Fig. 1: run 1, routing congestion
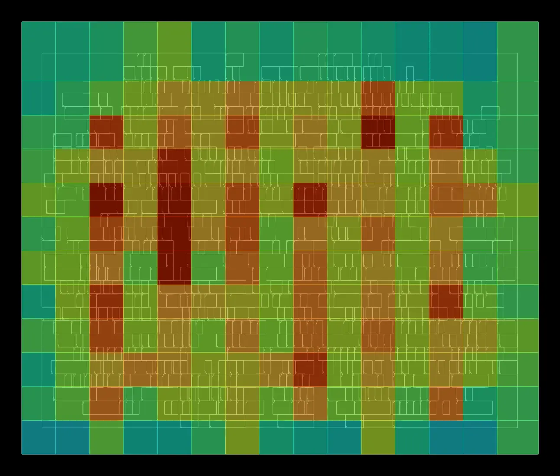
Fig. 2: run 1, metal 1
(4 px per µm) Supply wires on this layer in gray.
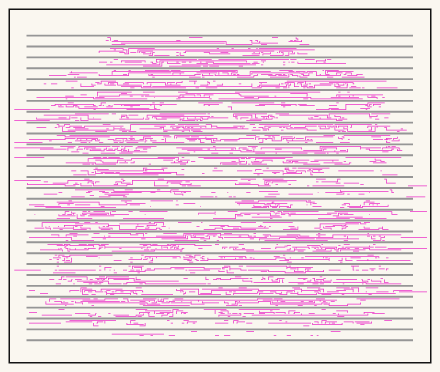
Fig. 3: run 1, selected gate families
(4 px per µm)
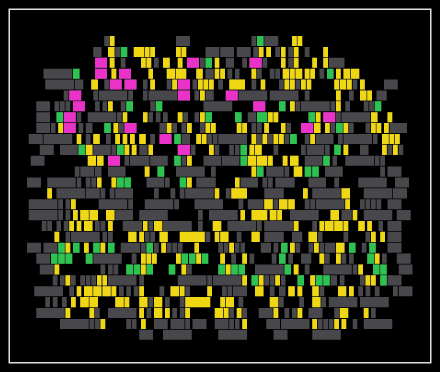
File: src/rtl/prog_clk_divider.sv
// ---------------------------------------------------------------------------
// prog_clk_divider
// Runtime-programmable integer clock divider. Divides clk_50MHz by N >= 2 and
// produces a registered divided clock (low floor(N/2) cycles, high the rest)
// plus a one-cycle tick strobe in the source domain, aligned with the rising
// edge of clk_out. A new divisor requested while counting is queued and only
// applied at the next period boundary, so no runt or stretched period appears.
//
// Ports:
//   clk_50MHz  in   source clock, the only clock of the block
//   rst_n      in   synchronous active-low reset, highest priority
//   en         in   count enable; 0 freezes counter and clk_out
//   sync_clr   in   phase restart to the start of a period
//   div_load   in   strobe; div_in sampled when high
//   div_in     in   requested divisor N (CNT_W bits)
//   clk_out    out  divided clock, registered
//   tick       out  one-cycle pulse when clk_out rises
//   div_active out  divisor currently in force
//   pending    out  a legal divisor is queued for the next wrap
//   div_err    out  one-cycle pulse: last div_load carried a divisor < 2
// ---------------------------------------------------------------------------
module prog_clk_divider #(
  parameter int CNT_W       = 16,
  parameter int DEFAULT_DIV = 50
) (
  input  logic             clk_50MHz,
  input  logic             rst_n,
  input  logic             en,
  input  logic             sync_clr,
  input  logic             div_load,
  input  logic [CNT_W-1:0] div_in,
  output logic             clk_out,
  output logic             tick,
  output logic [CNT_W-1:0] div_active,
  output logic             pending,
  output logic             div_err
);

  localparam logic [CNT_W-1:0] DEF_DIV = CNT_W'(DEFAULT_DIV);
  localparam logic [CNT_W-1:0] ZERO    = {CNT_W{1'b0}};
  localparam logic [CNT_W-1:0] ONE     = CNT_W'(1);
  localparam logic [CNT_W-1:0] TWO     = CNT_W'(2);

  logic [CNT_W-1:0] cnt_r;
  logic [CNT_W-1:0] div_r;
  logic [CNT_W-1:0] pend_div_r;
  logic             pending_r;
  logic             clk_r;
  logic             tick_r;
  logic             err_r;

  logic [CNT_W-1:0] cnt_nxt_s;
  logic [CNT_W-1:0] div_nxt_s;
  logic [CNT_W-1:0] pend_div_nxt_s;
  logic             pending_nxt_s;
  logic             clk_nxt_s;
  logic             tick_nxt_s;
  logic             err_nxt_s;

  logic [CNT_W-1:0] half_s;
  logic [CNT_W-1:0] last_s;
  logic [CNT_W-1:0] cnt_inc_s;
  logic             wrap_s;
  logic             legal_s;
  logic             illegal_s;

  // Decode of the current period: midpoint, last count and load legality.
  always_comb begin
    half_s    = div_r >> 1;
    last_s    = div_r - ONE;
    cnt_inc_s = cnt_r + ONE;
    wrap_s    = en && (cnt_r == last_s);
    legal_s   = div_load && (div_in >= TWO);
    illegal_s = div_load && (div_in < TWO);
  end

  // Next-state selection: sync_clr, then load/wrap, then normal counting.
  always_comb begin
    cnt_nxt_s      = cnt_r;
    div_nxt_s      = div_r;
    pend_div_nxt_s = pend_div_r;
    pending_nxt_s  = pending_r;
    clk_nxt_s      = clk_r;
    tick_nxt_s     = 1'b0;
    err_nxt_s      = 1'b0;
    if (sync_clr) begin
      cnt_nxt_s = ZERO;
      clk_nxt_s = 1'b0;
      // A queued divisor takes effect here exactly as it would at a wrap.
      if (pending_r) begin
        div_nxt_s     = pend_div_r;
        pending_nxt_s = 1'b0;
      end else begin
        div_nxt_s = div_r;
      end
    end else begin
      err_nxt_s = illegal_s;
      if (legal_s && !en) begin
        // Frozen divider: nothing is mid-period, so apply at once.
        div_nxt_s     = div_in;
        cnt_nxt_s     = ZERO;
        clk_nxt_s     = 1'b0;
        pending_nxt_s = 1'b0;
      end else if (wrap_s) begin
        cnt_nxt_s = ZERO;
        clk_nxt_s = 1'b0;
        // A load on the wrap edge is newer than anything queued.
        if (legal_s) begin
          div_nxt_s     = div_in;
          pending_nxt_s = 1'b0;
        end else if (pending_r) begin
          div_nxt_s     = pend_div_r;
          pending_nxt_s = 1'b0;
        end else begin
          div_nxt_s = div_r;
        end
      end else if (en) begin
        cnt_nxt_s  = cnt_inc_s;
        clk_nxt_s  = (cnt_inc_s >= half_s);
        tick_nxt_s = (cnt_inc_s == half_s);
        if (legal_s) begin
          pend_div_nxt_s = div_in;
          pending_nxt_s  = 1'b1;
        end else begin
          pending_nxt_s = pending_r;
        end
      end else begin
        cnt_nxt_s = cnt_r;
      end
    end
  end

  // State registers with synchronous active-low reset.
  always_ff @(posedge clk_50MHz) begin
    if (!rst_n) begin
      cnt_r      <= ZERO;
      div_r      <= DEF_DIV;
      pend_div_r <= ZERO;
      pending_r  <= 1'b0;
      clk_r      <= 1'b0;
      tick_r     <= 1'b0;
      err_r      <= 1'b0;
    end else begin
      cnt_r      <= cnt_nxt_s;
      div_r      <= div_nxt_s;
      pend_div_r <= pend_div_nxt_s;
      pending_r  <= pending_nxt_s;
      clk_r      <= clk_nxt_s;
      tick_r     <= tick_nxt_s;
      err_r      <= err_nxt_s;
    end
  end

  assign clk_out    = clk_r;
  assign tick       = tick_r;
  assign div_active = div_r;
  assign pending    = pending_r;
  assign div_err    = err_r;

endmodule
File: config.mk
export PLATFORM = sky130hd
export DESIGN_NAME = prog_clk_divider
export DESIGN_NICKNAME = d
export VERILOG_FILES = /design/src/rtl/prog_clk_divider.sv
export SDC_FILE = /design/constraint.sdc
export NUM_CORES = 1
export LEC_CHECK = 0
export ABC_AREA = 1
export CAP_MARGIN = 10
export CORE_AREA = 4 4 101 84
export CTS_CLUSTER_SIZE = 16
export DETAILED_ROUTE_END_ITERATION = 10
export DIE_AREA = 0 0 105 88
export PLACE_DENSITY = 0.74
export SLEW_MARGIN = 20
export SYNTH_ARGS = -nofsm -noshare
export SYNTH_HDL_FRONTEND = slang
export SYNTH_SLANG_ARGS = --single-unit
File: constraint.sdc
create_clock -name clk_50MHz -period 3.3 [get_ports clk_50MHz]
set_input_delay 0.495 -clock clk_50MHz [delete_from_list [all_inputs] [get_ports clk_50MHz]]
set_output_delay 0.495 -clock clk_50MHz [all_outputs]
set_load 0.01 [all_outputs]
==> impl_metrics.ini, run 1 <==
; implementation run metrics
[grt]
grt_max_degree = 36

[clocking]
cts-hold-fix-buffers = 0
cts_root_buf = clkbuf_8
cts_sinks = 52

[logic_synthesis]
xor_share_pct = 4.55
ys_sh_simple_pct = 40.5
yosysTopAreaCellShare_pct = 25.8
synthesis.area_um2 = 4040
top_area_cell = dfxtp_1
ys_sh_aoi_pct = 7.99

[final_layout]
stdcell_area_um2 = 4550
final_cells = 801
nets = 749
inverters = 130
n_clock_buffer = 7
final-seq-area_um2 = 1040
logic_gate_count = 476
buffer_area_share_pct = 9.79

[worst_setup_path]
crit_top_cell = nand3_1
worst-path-stages = 14
worstSetupEndpoint = clk_out$_SDFFE_PP0P_
cp.arrival_ns = 3.05
reg2reg_depth = 14
crit_fanout = 7

[floorplan]
dieArea_um2 = 9240
fp.dieH_um = 88

[run]
tool_warnings = 26

[placement]
dpl.cell_count = 794
dpl_worst_slack_ns = 0.551

[sta]
timing.slew.headroom_pct = 64.2
layout_setup_ws_ns = 0.479
clock-skew-final_ns = 0.00416

[pwr]
swShare_pct = 32.4
clkPwrFrac_pct = 26.3
powerComb_uw = 403
internal_power_uw = 1010

[route]
routed-wl-met2_um = 4520
dr_wl_met3_um = 529

[run_status]
status = finished clean
Back to the opening pictures, Fig. 1:
DR WL/cell: 12.6 µm
GR Util met1: 30.8%
gr usage total: 23.0%
Most Crowded Layer GR: met2
met2 global-route usage: 39.5%

Back to the opening pictures, Fig. 2:
main direction = horizontal
share of all routed wire = 49%
final WL: 10100 µm
Via Count: 4156

Back to the opening pictures, Fig. 3:
aoi and oai cells -> green  # cells 64
nand cells -> yellow  # cells 254
xor and xnor cells -> magenta  # cells 21

## run 1: layout by cell type, fill, tap and decap left out, types with 5 or more instances in the layout
cell | Yosys | layout
clkdlybuf4s50_1 | 0 | 40
nand3_1 | 22 | 22
nor3_1 | 5 | 5
nor2_1 | 103 | 103
inv_1 | 128 | 128
o21ai_0 | 37 | 37
a21oi_1 | 26 | 26
nand2_1 | 183 | 183
xnor2_1 | 7 | 7
nand4_1 | 38 | 38
nor2_2 | 7 | 7
buf_4 | 0 | 6
dfxtp_1 | 52 | 52
clkbuf_8 | 0 | 7
ha_1 | 17 | 17
xor2_1 | 14 | 14
## run 1: state kept, by name, summed over array words and instances, names as in the netlist
signal and cells:
pend_div_r 16, pending 1, tick 1, clk_out 1, div_err 1, cnt_r 16
div_active 16
==> run 1 -> run 2 <==
- CAP_MARGIN: 10 -> 30
Fig. 4: run 2, routing congestion
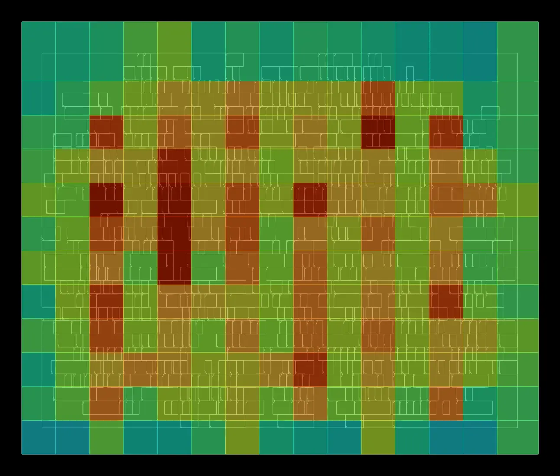
Final Util: 61.8%
met3 global-route usage: 3.54%

==> run 2 against run 1 <==
Against the previous run: final cell count did not move; highest routed layer unchanged; via count did not move; critical path depth did not move; sequential power barely moved; first-iteration DRC count did not move; hold slack did not move; die area did not move; wire length did not move; power did not move; design area did not move; critical endpoint unchanged; global-route usage did not move.
==> impl_metrics.ini, run 2 <==
; implementation run metrics
[logic_synthesis]
yosysTopAreaCellShare_pct = 25.8
synthesis.area_um2 = 4040
xor_share_pct = 4.55

[run_status]
status = finished clean

[route]
dr_wl_met3_um = 529
routed-via-count = 4156
wl_um = 10100

[final_layout]
final_cells = 801
nets = 749
stdcell_area_um2 = 4550
n_clock_buffer = 7
logic_gate_count = 476
buffer_area_share_pct = 9.79

[pwr]
internal_power_uw = 1010

[clocking]
cts_root_buf = clkbuf_8
cts_sinks = 52
cts-hold-fix-buffers = 0

[grt]
grt_usage_pct = 23.0
grt_max_degree = 36
top_usage_layer = met2
grtUsageMet2_pct = 39.5

[worst_setup_path]
crit_fanout = 7
crit_top_cell = nand3_1
cp.arrival_ns = 3.05

[run]
tool_warnings = 26

[floorplan]
fp.dieH_um = 88

[sta]
timing.slew.headroom_pct = 64.2
## run 2: cell counts after synthesis
Identical to the previous run, type by type.
## run 2: final timing paths
kind                                     end  depth (start not counted)  slack, ns                        from
setup / recovery        clk_out$_SDFFE_PP0P_                         14       0.48       cnt_r[0]$_SDFFE_PP0P_
hold / removal    pend_div_r[5]$_SDFFE_PN0P_                          4       0.52  pend_div_r[5]$_SDFFE_PN0P_
setup reg to reg        clk_out$_SDFFE_PP0P_                         14       0.48       cnt_r[0]$_SDFFE_PP0P_
hold reg to reg   pend_div_r[5]$_SDFFE_PN0P_                          4       0.52  pend_div_r[5]$_SDFFE_PN0P_
## run 2: power by group through the flow
stage	Clock, µW	Sequential [µW]	Combinational, µW
after global routing	436	705	465
after floorplan	0	709	272
final	394	699	403
after detailed placement	0	714	400
after CTS	406	699	403
after global placement	0	714	392
Power figures rest on the tool's default switching activity, not on a simulated workload.
